[config.mk]
export PLATFORM = sky130hd
export DESIGN_NAME = operand_sequencer_flat
export DESIGN_NICKNAME = d
export VERILOG_FILES = /design/src/rtl/calc_pkg.sv /design/src/rtl/operand_sequencer_if.sv /design/src/rtl/button_conditioner.sv /design/src/rtl/operand_sequencer.sv /design/src/flat_wrapper.sv
export SDC_FILE = /design/constraint.sdc
export NUM_CORES = 1
export LEC_CHECK = 0
export CAP_MARGIN = 20
export CORE_MARGIN = 2
export CORE_UTILIZATION = 46
export CTS_BUF_LIST = sky130_fd_sc_hd__clkbuf_4
export DETAILED_ROUTE_END_ITERATION = 8
export PLACE_DENSITY_LB_ADDON = 0.3
export SLEW_MARGIN = 0
export SYNTH_ARGS = -nofsm -noshare
export SYNTH_HDL_FRONTEND = slang
export SYNTH_HIERARCHICAL = 1
export SYNTH_SLANG_ARGS = --single-unit
[constraint.sdc]
create_clock -name clk -period 1.6 [get_ports clk]
set_input_delay 0.32 -clock clk [delete_from_list [all_inputs] [get_ports clk]]
set_output_delay 0.32 -clock clk [all_outputs]
set_load 0.02 [all_outputs]
[src/rtl/calc_pkg.sv]
// Shared calculator definitions: sequencer state encoding, default operand
// geometry (also used by the ALU) and the index-width helper.
package calc_pkg;

   localparam int CALC_WIDTH        = 4;
   localparam int CALC_NUM_OPERANDS = 2;

   typedef enum logic {
      COLLECT = 1'b0,
      VALID   = 1'b1
   } seq_state_t;

   // Width of an operand index; at least one bit even for a single operand.
   function automatic int idx_width(input int n);
      return (n > 1) ? $clog2(n) : 1;
   endfunction

endpackage

[src/rtl/operand_sequencer_if.sv]
// Board-side and datapath-side signals of the operand sequencer.
// master: the sequencer itself; slave: the board I/O plus the ALU.
interface operand_sequencer_if import calc_pkg::*; #(
   parameter int WIDTH        = CALC_WIDTH,
   parameter int NUM_OPERANDS = CALC_NUM_OPERANDS
);
   localparam int IDXW = idx_width(NUM_OPERANDS);

   logic [WIDTH-1:0]              sw;
   logic                          sw_back;
   logic                          btn_confirm;
   logic                          btn_clear;
   logic                          consume;
   logic [NUM_OPERANDS*WIDTH-1:0] operands;
   logic [NUM_OPERANDS-1:0]       confirmed;
   logic [IDXW-1:0]               index;
   logic                          operands_valid;
   logic                          clear_pulse;

   modport master (
      input  sw, sw_back, btn_confirm, btn_clear, consume,
      output operands, confirmed, index, operands_valid, clear_pulse
   );

   modport slave (
      output sw, sw_back, btn_confirm, btn_clear, consume,
      input  operands, confirmed, index, operands_valid, clear_pulse
   );
endinterface

[src/rtl/button_conditioner.sv]
// Raw push-button to single-cycle rising-edge pulse: 2-flop synchroniser,
// optional debounce (OPERAND_SEQ_DEBOUNCE_EN), registered edge detector.
module button_conditioner #(
   parameter int DEBOUNCE_CYCLES = 16
) (
   input  logic clk,
   input  logic reset,
   input  logic btn_i,
   output logic rise_o
);
   logic sync1_q, sync2_q;
   logic lvl;
   logic prev_q, rise_q;

   // Two-stage synchroniser for the asynchronous button input.
   always_ff @(posedge clk) begin
      if (reset) begin
         sync1_q <= 1'b0;
         sync2_q <= 1'b0;
      end else begin
         sync1_q <= btn_i;
         sync2_q <= sync1_q;
      end
   end

`ifdef OPERAND_SEQ_DEBOUNCE_EN
   localparam int CW = $clog2(DEBOUNCE_CYCLES + 1);

   logic [CW-1:0] cnt_q, cnt_d;
   logic          lvl_q, lvl_d;

   // Level follows the synchronised input only after it has disagreed for
   // DEBOUNCE_CYCLES consecutive cycles; any agreement restarts the count.
   always_comb begin
      cnt_d = cnt_q;
      lvl_d = lvl_q;
      if (sync2_q == lvl_q) begin
         cnt_d = '0;
      end else if (cnt_q == CW'(DEBOUNCE_CYCLES - 1)) begin
         lvl_d = sync2_q;
         cnt_d = '0;
      end else begin
         cnt_d = cnt_q + 1'b1;
      end
   end

   // Debounce counter and conditioned level registers.
   always_ff @(posedge clk) begin
      if (reset) begin
         cnt_q <= '0;
         lvl_q <= 1'b0;
      end else begin
         cnt_q <= cnt_d;
         lvl_q <= lvl_d;
      end
   end

   assign lvl = lvl_q;
`else
   assign lvl = sync2_q;
`endif

   // Registered rising-edge detect so a held button fires exactly once.
   always_ff @(posedge clk) begin
      if (reset) begin
         prev_q <= 1'b0;
         rise_q <= 1'b0;
      end else begin
         prev_q <= lvl;
         rise_q <= lvl & ~prev_q;
      end
   end

   assign rise_o = rise_q;

endmodule

[src/rtl/operand_sequencer.sv]
// Operand sequencer: collects NUM_OPERANDS switch-entered operands through a
// confirm button (with step-back editing), hands them to the datapath via
// operands_valid/consume, and supports a soft clear button.
// Optional build macro: OPERAND_SEQ_DEBOUNCE_EN (per-button debounce).
module operand_sequencer import calc_pkg::*; #(
   parameter int WIDTH           = CALC_WIDTH,
   parameter int NUM_OPERANDS    = CALC_NUM_OPERANDS,
   parameter int DEBOUNCE_CYCLES = 16
) (
   input  logic                 clk,
   input  logic                 reset,
   operand_sequencer_if.master  bus
);
   localparam int IDXW = idx_width(NUM_OPERANDS);
   localparam logic [IDXW-1:0] LAST_IDX = IDXW'(NUM_OPERANDS - 1);
   localparam int BTN_CFM = 0;
   localparam int BTN_CLR = 1;

   logic [1:0] btn_raw;
   logic [1:0] rise;

   seq_state_t                    state_q, state_d;
   logic [NUM_OPERANDS*WIDTH-1:0] ops_q, ops_d;
   logic [NUM_OPERANDS-1:0]       conf_q, conf_d;
   logic [IDXW-1:0]               idx_q, idx_d;
   logic                          clr_q, clr_d;

   assign btn_raw[BTN_CFM] = bus.btn_confirm;
   assign btn_raw[BTN_CLR] = bus.btn_clear;

   for (genvar b = 0; b < 2; b++) begin : g_btn
      button_conditioner #(
         .DEBOUNCE_CYCLES (DEBOUNCE_CYCLES)
      ) u_cond (
         .clk    (clk),
         .reset  (reset),
         .btn_i  (btn_raw[b]),
         .rise_o (rise[b])
      );
   end

   // Next state: clear beats consume beats confirm; losing confirms are dropped.
   always_comb begin
      state_d = state_q;
      ops_d   = ops_q;
      conf_d  = conf_q;
      idx_d   = idx_q;
      clr_d   = 1'b0;
      if (rise[BTN_CLR]) begin
         state_d = COLLECT;
         ops_d   = '0;
         conf_d  = '0;
         idx_d   = '0;
         clr_d   = 1'b1;
      end else begin
         case (state_q)
            COLLECT: begin
               if (rise[BTN_CFM]) begin
                  if (!bus.sw_back) begin
                     ops_d[int'(idx_q)*WIDTH +: WIDTH] = bus.sw;
                     conf_d[idx_q] = 1'b1;
                     if (idx_q == LAST_IDX) state_d = VALID;
                     else                   idx_d   = idx_q + 1'b1;
                  end else if (idx_q != '0) begin
                     // step back keeps the old operand value for re-entry
                     idx_d = idx_q - 1'b1;
                     conf_d[idx_q - 1'b1] = 1'b0;
                  end
               end
            end
            VALID: begin
               if (bus.consume) begin
                  state_d = COLLECT;
                  conf_d  = '0;
                  idx_d   = '0;
               end
            end
            default: state_d = COLLECT;
         endcase
      end
   end

   // State and output registers.
   always_ff @(posedge clk) begin
      if (reset) begin
         state_q <= COLLECT;
         ops_q   <= '0;
         conf_q  <= '0;
         idx_q   <= '0;
         clr_q   <= 1'b0;
      end else begin
         state_q <= state_d;
         ops_q   <= ops_d;
         conf_q  <= conf_d;
         idx_q   <= idx_d;
         clr_q   <= clr_d;
      end
   end

   assign bus.operands       = ops_q;
   assign bus.confirmed      = conf_q;
   assign bus.index          = idx_q;
   assign bus.operands_valid = (state_q == VALID);
   assign bus.clear_pulse    = clr_q;

endmodule

[src/flat_wrapper.sv]
// flat-port wrapper written by rule: the top's interface ports become plain ports
module operand_sequencer_flat import calc_pkg::*;
#(
   parameter int WIDTH           = CALC_WIDTH,
   parameter int NUM_OPERANDS    = CALC_NUM_OPERANDS,
   parameter int DEBOUNCE_CYCLES = 16
)
  (clk, reset, bus_sw, bus_sw_back, bus_btn_confirm, bus_btn_clear, bus_consume, bus_operands, bus_confirmed, bus_index, bus_operands_valid, bus_clear_pulse);
  operand_sequencer_if #(.WIDTH(WIDTH), .NUM_OPERANDS(NUM_OPERANDS)) bus_i ();
  input  logic clk;
  input  logic reset;
  input wire logic [$bits(bus_i.sw)-1:0] bus_sw;
  input wire logic [$bits(bus_i.sw_back)-1:0] bus_sw_back;
  input wire logic [$bits(bus_i.btn_confirm)-1:0] bus_btn_confirm;
  input wire logic [$bits(bus_i.btn_clear)-1:0] bus_btn_clear;
  input wire logic [$bits(bus_i.consume)-1:0] bus_consume;
  output wire logic [$bits(bus_i.operands)-1:0] bus_operands;
  output wire logic [$bits(bus_i.confirmed)-1:0] bus_confirmed;
  output wire logic [$bits(bus_i.index)-1:0] bus_index;
  output wire logic [$bits(bus_i.operands_valid)-1:0] bus_operands_valid;
  output wire logic [$bits(bus_i.clear_pulse)-1:0] bus_clear_pulse;
  assign bus_i.sw = bus_sw;
  assign bus_i.sw_back = bus_sw_back;
  assign bus_i.btn_confirm = bus_btn_confirm;
  assign bus_i.btn_clear = bus_btn_clear;
  assign bus_i.consume = bus_consume;
  assign bus_operands = bus_i.operands;
  assign bus_confirmed = bus_i.confirmed;
  assign bus_index = bus_i.index;
  assign bus_operands_valid = bus_i.operands_valid;
  assign bus_clear_pulse = bus_i.clear_pulse;
  operand_sequencer #(.WIDTH(WIDTH), .NUM_OPERANDS(NUM_OPERANDS), .DEBOUNCE_CYCLES(DEBOUNCE_CYCLES)) u_core (.clk(clk), .reset(reset), .bus(bus_i));
endmodule
Layout detail:
The bar under the picture is 10 um long. Region (9, 1) to (34, 26) um. Cells in gray, sequential cells in the stronger gray; small squares are vias.
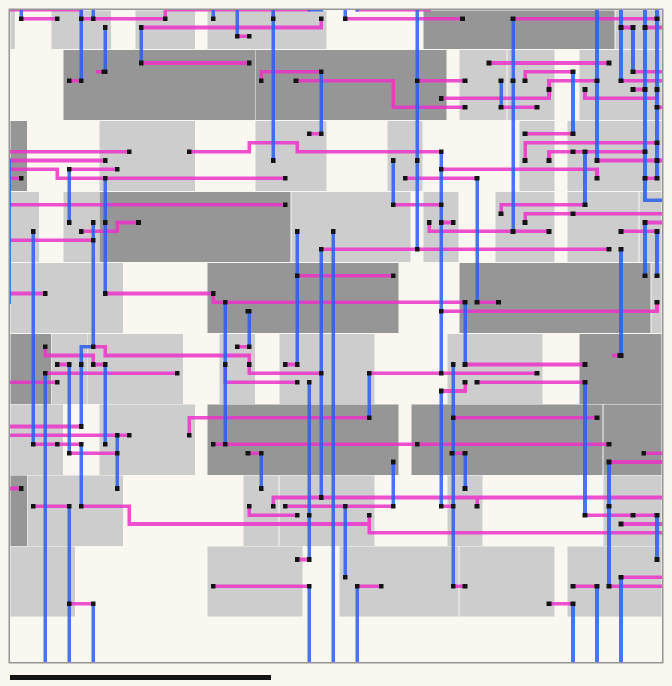
M1: marked magenta. M2: marked blue.
43 logic cells have their middle in the window. Most frequent: nor2_1 (8), dfxtp_1 (8), mux2i_1 (7). Sequential cells in the window: 8. Netlist names of flops here include `u_core/bus.operands` (4).

Wire density map:
9 x 9 tiles, from black (low) to pale yellow (high), scaled to the fullest tile. Values are wire area over tile area, all layers added.
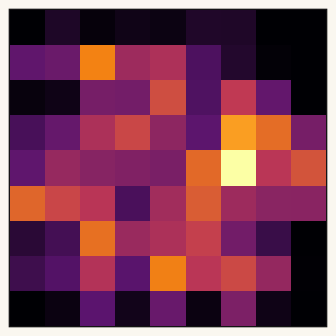
20% of the tiles are over half the peak. The fullest tile reaches 0.31. The mean over all tiles is 0.095. The densest ninth of the die: right middle. 14% of the tiles are nearly empty.
vias post-DR: 507
wire length per cell: 10.8 um
overall routing resource usage: 14.1%
Detailed Route WL: 1150 um

==> flow_summary.json <==
{
  "yosys.area_share.xor_xnor_pct": 0,
  "chipHeight_um": 43.6,
  "dpl_worst_slack_ns": -0.0553,
  "clock_power_mw": 0.257,
  "ys_sh_simple_pct": 23.7,
  "edf_count": 0,
  "cts.hold.buffers_added": 0,
  "worstSetupPathType": "reg -> out",
  "cts.repair_timing.setup_buffer_count": 0,
  "final-clk-cell-share_pct": 2.94,
  "finalSetupTns_ns": 0,
  "top_power_group": "sequential cells",
  "cts_root_buffer": "clkbuf_4",
  "reg2regPathDepth": 5,
  "top_layer": "met3",
  "pwr-share-seq_pct": 63.0,
  "io_pins": 23,
  "ys_sh_mux_pct": 11.1,
  "dr_wl_met2_um": 500,
  "hold_path_startpoint": "u_core/g_btn[1].u_cond/prev_q$_SDFF_PP0_",
  "combinationalPowerShare_pct": 6.8,
  "cts.clk_slew.worst_paths_ns": 0.11,
  "htree_num_levels": 1,
  "layout.sequential_cells": 21,
  "place_congestion": 0.714,
  "drt-pass1-iter-count": 4,
  "remaining_overflow_grt": 0,
  "clock.fmax_ghz": 0.641,
  "critical_path.reg2reg.startpoint": "u_core/bus.operands_valid$_SDFF_PP0_",
  "n_clock_buffer": 4,
  "first_iter_violations": 1,
  "worst_hold_path.num_cells": 1,
  "floorplan.die_area_mm2": 0.00190,
  "clkPwrFrac_pct": 30.1,
  "power.density_mw_per_mm2": 833,
  "core_mm2": 0.00149,
  "post_cts_resize_count": 1,
  "cts_sinks": 21,
  "portBuffers": 22,
  "fin_hold_ws_ns": 0.409,
  "cp-startpoint": "u_core/bus.operands[6]$_SDFFE_PP0P_",
  "post-route-worst-setup-slack_ns": 0.0405,
  "path_buffers": 1,
  "grtUsageMet2_pct": 22.1,
  "power_sequential_mw": 0.537,
  "status": "completed",
  "worstSkewPairLatency_ns": 0.29,
  "grt_util_met3_pct": 2.92,
  "adder_share_pct": 0,
  "vdd_drop_max_uv": 521,
  "ys_warn_count": 6,
  "ys_seq_share_pct": 58.2,
  "critical_path.max_stage_delay_ns": 0.60,
  "cp_data_required_time_ns": 1.28,
  "cp_num_cells": 1,
  "dpl_cell_area_um2": 976,
  "initial_utilization_pct": 48.5,
  "num-nonclk-inverters": 1,
  "yosys_register_bits": 21,
  "netlist.top_cell.by_instances": "dfxtp_1",
  "netlist_top_cells_count": "dfxtp_1, nor2_1, mux2i_1, nor2b_1, a21oi_1",
  "r2r_setup_slack_ns": 0.34,
  "drtAntennaViolNets": 0,
  "compound_area_share_pct": 5.20,
  "warnings": 26,
  "place_hpwl_um": 842,
  "synth.lib_cells_used.distinct": 16,
  "p_int_mw": 0.682,
  "synth_top_area_share_pct": 58.2,
  "finalInstanceArea_mm2": 0.00102,
  "most-common-layout-cells": "dfxtp_1, clkdlybuf4s50_1, nor2_1, mux2i_1, nor2b_1"
}
Cell outlines without signal wires:
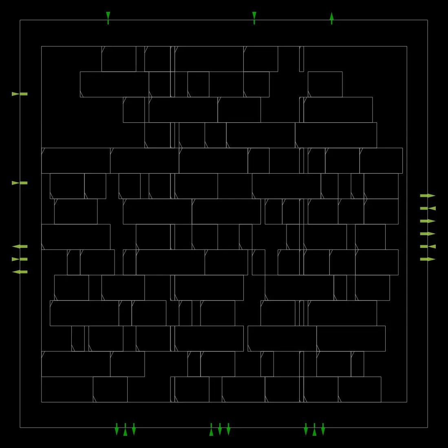
post-layout util: 68.7%
final non-filler cell total: 107

Logic cells by family:
The bar under the picture is 10 um long.
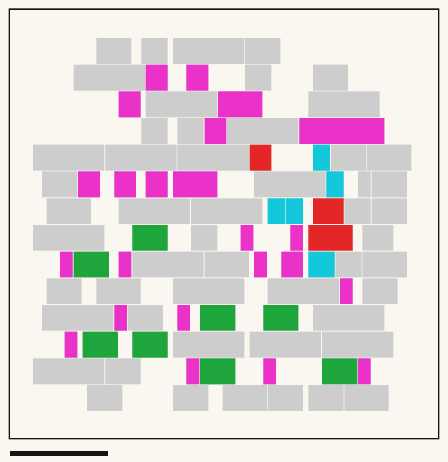
aoi and oai cells: marked cyan, cells 5, most used a21oi_1, where right middle. mux cells: marked green, cells 8, most used mux2i_1. and/or cells: marked red, cells 3. nor cells: marked magenta, cells 23, most used nor2_1.
logic share of the area: 28.3%
highest-count logic cell in the final layout: dfxtp_1

No activity file was given, so power comes from the tool's default toggle rates.
